[config.mk]
export PLATFORM = sky130hd
export DESIGN_NAME = fp16_result_serializer
export DESIGN_NICKNAME = d
export VERILOG_FILES = /design/src/rtl/fp16_result_serializer.sv
export SDC_FILE = /design/constraint.sdc
export NUM_CORES = 1
export LEC_CHECK = 0
export ABC_AREA = 1
export CAP_MARGIN = 0
export CORE_MARGIN = 4
export CORE_UTILIZATION = 50
export DETAILED_ROUTE_END_ITERATION = 8
export PLACE_DENSITY = 0.81
export SYNTH_ARGS = -nofsm -noshare
export SYNTH_HDL_FRONTEND = slang
export SYNTH_SLANG_ARGS = --single-unit
[constraint.sdc]
create_clock -name clk -period 2.65 [get_ports clk]
set_clock_uncertainty 0.1 [all_clocks]
set_input_delay 0.3975 -clock clk [delete_from_list [all_inputs] [get_ports clk]]
set_output_delay 0.3975 -clock clk [all_outputs]
set_load 0.01 [all_outputs]
[src/rtl/fp16_result_serializer.sv]
// FP16 result serializer: word FIFO feeding a low-byte-first byte stream.
// Each emitted word carries {nan, inf, zero} flags held for both bytes.
module fp16_result_serializer #(
    parameter int DEPTH = 4
) (
    input  logic                     clk,
    input  logic                     rst,
    input  logic [15:0]              in_data,
    input  logic                     in_valid,
    output logic                     in_ready,
    output logic [7:0]               out_byte,
    output logic                     out_valid,
    output logic                     out_last,
    input  logic                     out_ready,
    output logic [2:0]               out_flags,
    output logic [$clog2(DEPTH):0]   count
);
    localparam int AW = $clog2(DEPTH);
    localparam int PW = AW + 1;

    typedef enum logic [1:0] {IDLE, LO, HI} state_t;

    state_t          state_q, state_d;
    logic [15:0]     mem_q [DEPTH];
    logic [AW-1:0]   wr_ptr_q, rd_ptr_q;
    logic [PW-1:0]   count_q, count_d;
    logic [7:0]      hi_q, hi_d;
    logic [7:0]      byte_q, byte_d;
    logic            valid_q, valid_d;
    logic            last_q, last_d;
    logic [2:0]      flags_q, flags_d;
    logic            full, empty, push, pop;
    logic [15:0]     head;

    function automatic logic [2:0] classify(input logic [15:0] w);
        logic [4:0] e;
        logic [9:0] m;
        e = w[14:10];
        m = w[9:0];
        return {(e == 5'd31) && (m != 10'd0),
                (e == 5'd31) && (m == 10'd0),
                (e == 5'd0)};
    endfunction

    assign full     = (count_q == PW'(DEPTH));
    assign empty    = (count_q == '0);
    assign in_ready = !full && !rst;
    assign push     = in_valid && in_ready;
    assign head     = mem_q[rd_ptr_q];
    // Load in IDLE, or back-to-back from HI once the high byte is taken.
    assign pop      = !empty &&
                      ((state_q == IDLE) || ((state_q == HI) && out_ready));

    always_comb begin
        count_d = count_q;
        case ({push, pop})
            2'b10:   count_d = count_q + PW'(1);
            2'b01:   count_d = count_q - PW'(1);
            default: count_d = count_q;
        endcase
    end

    always_ff @(posedge clk) begin
        if (rst) begin
            wr_ptr_q <= '0;
            rd_ptr_q <= '0;
            count_q  <= '0;
        end else begin
            if (push) wr_ptr_q <= wr_ptr_q + AW'(1);
            if (pop)  rd_ptr_q <= rd_ptr_q + AW'(1);
            count_q <= count_d;
        end
    end

    always_ff @(posedge clk) begin
        if (push) mem_q[wr_ptr_q] <= in_data;
    end

    // State and output registers.
    always_ff @(posedge clk) begin
        if (rst) begin
            state_q <= IDLE;
            hi_q    <= '0;
            byte_q  <= '0;
            valid_q <= 1'b0;
            last_q  <= 1'b0;
            flags_q <= '0;
        end else begin
            state_q <= state_d;
            hi_q    <= hi_d;
            byte_q  <= byte_d;
            valid_q <= valid_d;
            last_q  <= last_d;
            flags_q <= flags_d;
        end
    end

    always_comb begin
        state_d = state_q;
        unique case (state_q)
            IDLE:    if (pop) state_d = LO;
            LO:      if (out_ready) state_d = HI;
            HI: begin
                if (out_ready) state_d = pop ? LO : IDLE;
            end
            default: state_d = IDLE;
        endcase
    end

    always_comb begin
        hi_d    = hi_q;
        byte_d  = byte_q;
        valid_d = valid_q;
        last_d  = last_q;
        flags_d = flags_q;
        if (pop) begin
            hi_d    = head[15:8];
            byte_d  = head[7:0];
            valid_d = 1'b1;
            last_d  = 1'b0;
            flags_d = classify(head);
        end else if ((state_q == LO) && out_ready) begin
            byte_d = hi_q;
            last_d = 1'b1;
        end else if ((state_q == HI) && out_ready) begin
            valid_d = 1'b0;
            last_d  = 1'b0;
        end
    end

    assign out_byte  = byte_q;
    assign out_valid = valid_q;
    assign out_last  = last_q;
    assign out_flags = flags_q;
    assign count     = count_q;

endmodule

==> impl_metrics.csv, run 1 <==
group,metric,value,unit
floorplanning,initial_core_util,51.5,%
logic_synthesis,compound_area_share,5.73,%
pwr,swShare,36.9,%
pwr,intPower,2.76,mW
logic_synthesis,avgSynthCellArea,10.3,um^2
final_timing,hold_ws,375,ps
pwr,powerDensity,949,nW/um^2
setup_path,start_kind,"input pin",
cells_and_area,syn_to_final_growth,15.2,%
grt,met2_usage,28.4,%
floorplanning,num_rows,32,
grt,busiest_layer,"met2",
clocking,ctsHoldBuffers,0,
setup_path,cp-end-kind,"flop",
logic_synthesis,numSynthFlops,96,
logic_synthesis,ys_chip_area,4000,um^2
pwr,seqPwrFrac,43.7,%
cells_and_area,diodes,0,
pwr,power_leakage,1.80,nW
final_timing,finalSetupViolCount,0,
final_timing,rsz0062_at_grt,"false",
floorplanning,die_h,97.4,um
status,status,"finished, final reports clean",
cells_and_area,register_area,2560,um^2
routing,met1_length,3350,um
==> run 1: worst max-delay path: stages <==
cell and delay [ps]:
clkdlybuf4s50_1 550, nor2_2 80, nor2_2 90, nand2_2 60, inv_2 50, ha_1 130
inv_1 70, fa_1 380, a21oi_1 140, o21ai_0 110, o21ai_0 150, a21oi_1 60
==> run 1: layout make-up <==
class | instances | area share, %
sequential | 96 | 55.6
multi-input combinational | 240 | 25.0
timing repair buffer | 48 | 9.78
inverter | 36 | 3.10
tap | 102 | 2.77
clock buffer | 9 | 2.69
clock inverter | 7 | 1.03
==> run 1: metrics by stage <==
stage | std cells | total power [mW] | instance area [um^2]
2_1_floorplan | 388 | 3.15 | 4000
3_3_place_gp | 522 | 3.52 | 4440
5_1_grt | 538 | 4.68 | 4610
4_1_cts | 538 | 4.41 | 4610
3_5_place_dp | 522 | 3.58 | 4440
6_report | 538 | 4.37 | 4610
==> run 1: cells in the final DEF (no fill, tap or decap), types with 2 or more instances in the layout <==
cell type	n
clkinv_4	2
a21oi_1	22
inv_6	2
dfxtp_1	32
nand2_2	5
ha_1	5
o21ai_0	11
nor2_1	15
nor2_2	6
nand3_1	41
nand2_1	116
inv_1	33
clkbuf_8	9
nand3b_1	2
o211ai_1	6
nand3_2	3
a31oi_1	2
clkdlybuf4s50_1	36
edfxtp_1	64
buf_4	12
==> run 1: cell usage after synthesis, drive strengths merged <==
cell	instances	share of area, %
nand2	121	12
clkbuf	1	0.094
or2	1	0.16
nand3b	2	0.38
a21oi	22	2.8
o21ai	11	1.4
dfxtp	32	16
a31oi	2	0.31
fa	1	0.50
o211ai	6	1.1
nor3b	1	0.19
nor2	22	2.6
nor3	1	0.13
o22ai	1	0.16
buf	15	3.4
ha	5	1.6
inv	36	3.6
nand3	44	5.9
edfxtp	64	48
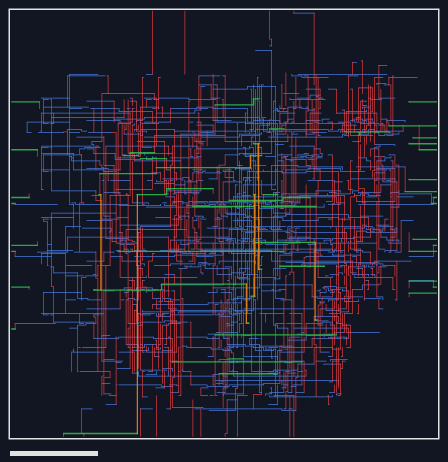
Run 1: metal layers overlaid
The bar under the picture is 20 um long.
[M1] blue | wire length: 3,350 um
[M4] orange | wire length: 157 um
[M3] green | wire length: 436 um
[M2] red | wire length: 3,860 um
WL final: 7800 um
vias post-DR: 2,789
mean routed wirelength per cell: 14.5 um
GRT Total Usage: 17.0%

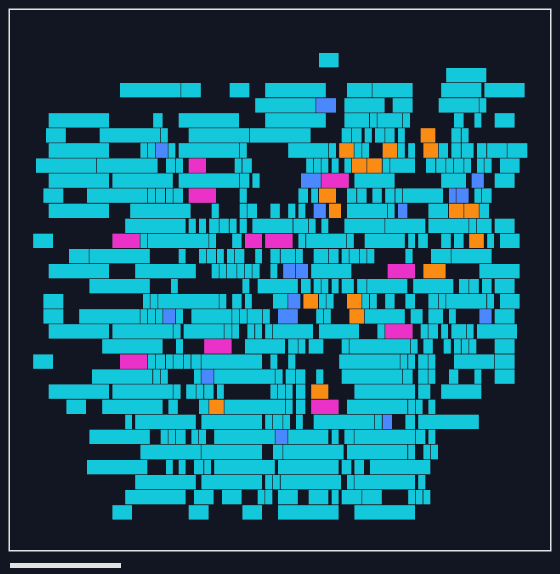
Run 1: cell sizes after repair
The bar under the picture is 20 um long.
[x2] blue | cells: 17
[x3 and x4] orange | cells: 17
[x1 and smaller] cyan | cells: 391
[x6 and larger] magenta | cells: 11

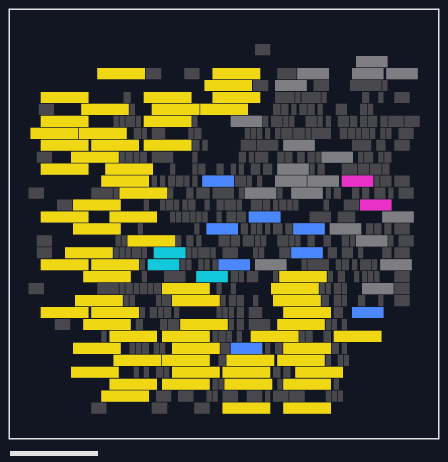
Run 1: where the registers sit
The bar under the picture is 20 um long. Other sequential cells in the stronger gray, the rest of the logic in the fainter gray.
[`out_flags`] cyan | flops: 3
[`hi_q`] blue | flops: 8 | where: center
[`state_q`] magenta | flops: 2
[`mem_q`] yellow | flops: 64
not colored: 19

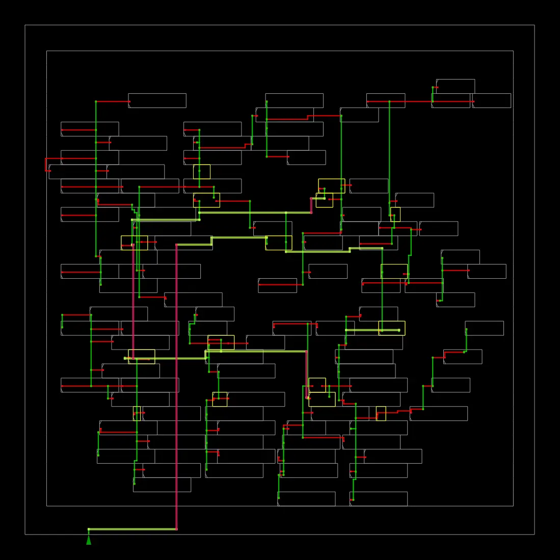
Run 1: the clock network
Late-Pin Clk Latency: 360 ps
registers: 96
Clock Buffer Count: 9
clock sinks: 96
CTS Buf Count: 9

Run 1, wires at chosen ports, followed through buffers:
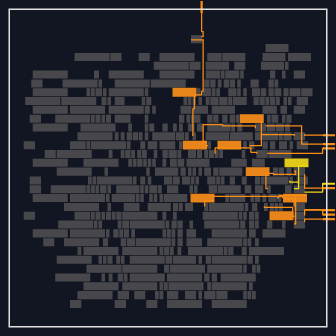

==> run 1 -> run 2 <==
==> constraint.sdc (replaced) <==
create_clock -name clk -period 2.1 [get_ports clk]
set_clock_uncertainty 0.1 [all_clocks]
set_input_delay 0.315 -clock clk [delete_from_list [all_inputs] [get_ports clk]]
set_output_delay 0.315 -clock clk [all_outputs]
set_load 0.01 [all_outputs]
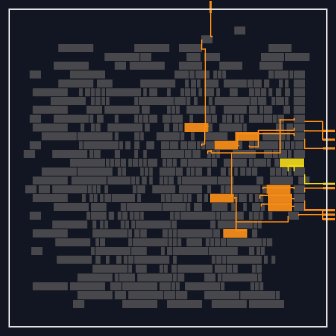
Run 2: wires at chosen ports, followed through buffers
[`out_byte`] orange | direction: output | edge: 7 east, 1 north | end cells: 8 | buffers: 8 | wire: 268 um
[`out_valid`] yellow | direction: output | edge: east | end cells: 1 | buffers: 1 | wire: 17.1 um

==> impl_metrics.csv, run 2 <==
group,metric,value,unit
status,status,"finished, final reports clean",
routing,dr_total_vias,2772,
setup_path,cp.buffers_inverters,3,
logic_synthesis,top_area_share,48.1,%
logic_synthesis,synth_top_cell_by_area,"edfxtp_1",
logic_synthesis,avgSynthCellArea,10.3,um^2
cells_and_area,lay_top_cells,"116 x nand2_1, 64 x edfxtp_1, 41 x nand3_1, 36 x clkdlybuf4s50_1, 32 x inv_1",
floorplanning,die_h,97.4,um
setup_path,cp_top_family,"buffers and inverters",
clocking,cts_buffers,9,
logic_synthesis,numSynthFlops,96,
final_timing,hold_ws,369,ps
final_timing,rsz0062_at_grt,"true",
logic_synthesis,compound_area_share,5.73,%
setup_path,crit_cells,4,
final_timing,finalSetupViolCount,0,
cells_and_area,final_cells,544,
clocking,cts.sinks,96,
logic_synthesis,ys_top_cells_by_count,"116 x nand2_1, 64 x edfxtp_1, 41 x nand3_1",
clocking,ctsHoldBuffers,0,
pwr,power_leakage,1.87,nW
setup_path,max_stage_delay,520,ps
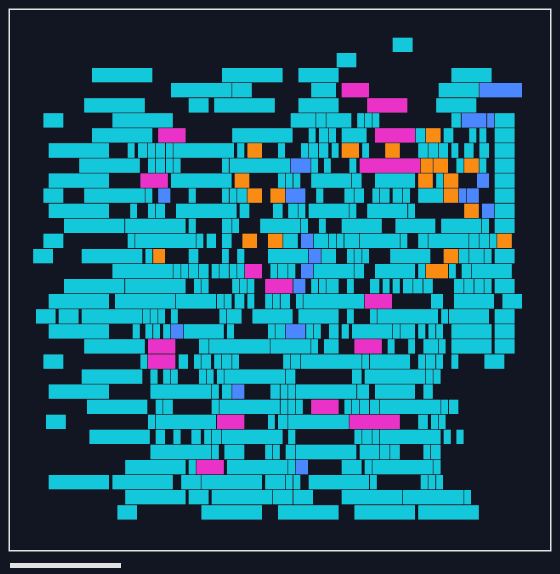
Run 2: cell sizes after repair
The bar under the picture is 20 um long.
[x2] blue | cells: 18
[x3 and x4] orange | cells: 20
[x6 and larger] magenta | cells: 16
[x1 and smaller] cyan | cells: 388
Layout area overhead: 18.5%
post-route worst setup slack: 67.1 ps

## run 2: stage by stage
step	power, mW	utilization, %
2_1_floorplan	3.98	-
3_3_place_gp	4.49	58.0
3_5_place_dp	4.58	58.0
4_1_cts	5.89	60.9
5_1_grt	6.26	61.0
6_report	5.85	61.0
## run 2: area by class of cell
cell class,count,area [um^2],share of cell area [%]
Clock buffer,13,180,3.80
Clock inverter,3,45.0,0.951
Inverter,36,143,3.01
Multi-Input combinational cell,240,1160,24.5
Sequential cell,96,2560,54.1
Tap cell,102,128,2.69
Timing Repair Buffer,54,520,11.0
## run 2: worst max path at each step
| stage | end | slack [ps] |
|---|---|---|
| final | in_ready | 70 |
| after global routing | in_ready | -10 |
| after CTS | in_ready | 10 |
| after detailed placement | count[2] | -230 |
| after global placement | count[2] | -180 |
| after floorplan | mem_q[0][0] | -100 |
## run 2: worst min-delay path: stages, from the launching register on
cell and delay (ps):
dfxtp_1 320, nand2_1 60, a21oi_1 50
## run 2: repair_timing
action,CTS,global route
buffers inserted,0,0
resized,0,1
endpoints found under the setup margin,0,1
## run 2: logic make-up (layout without fill, tap and decap cells)
family | Yosys count | after routing
AOI/OAI and AO/OA | 42 | 42
adders and majority gates | 6 | 6
buffers and inverters | 52 | 106
DFF | 96 | 96
and+or+nand+nor | 192 | 192
## run 2: power by group through the flow
stage | combinational [mW] | sequential (mW) | clock, mW
floorplan | 1.51 | 2.47 | 0
global placement | 2.04 | 2.45 | 0
detailed placement | 2.12 | 2.46 | 0
CTS | 2.13 | 2.42 | 1.33
global route | 2.41 | 2.45 | 1.41
finish | 2.12 | 2.42 | 1.31
Power and IR drop assume default switching activity.
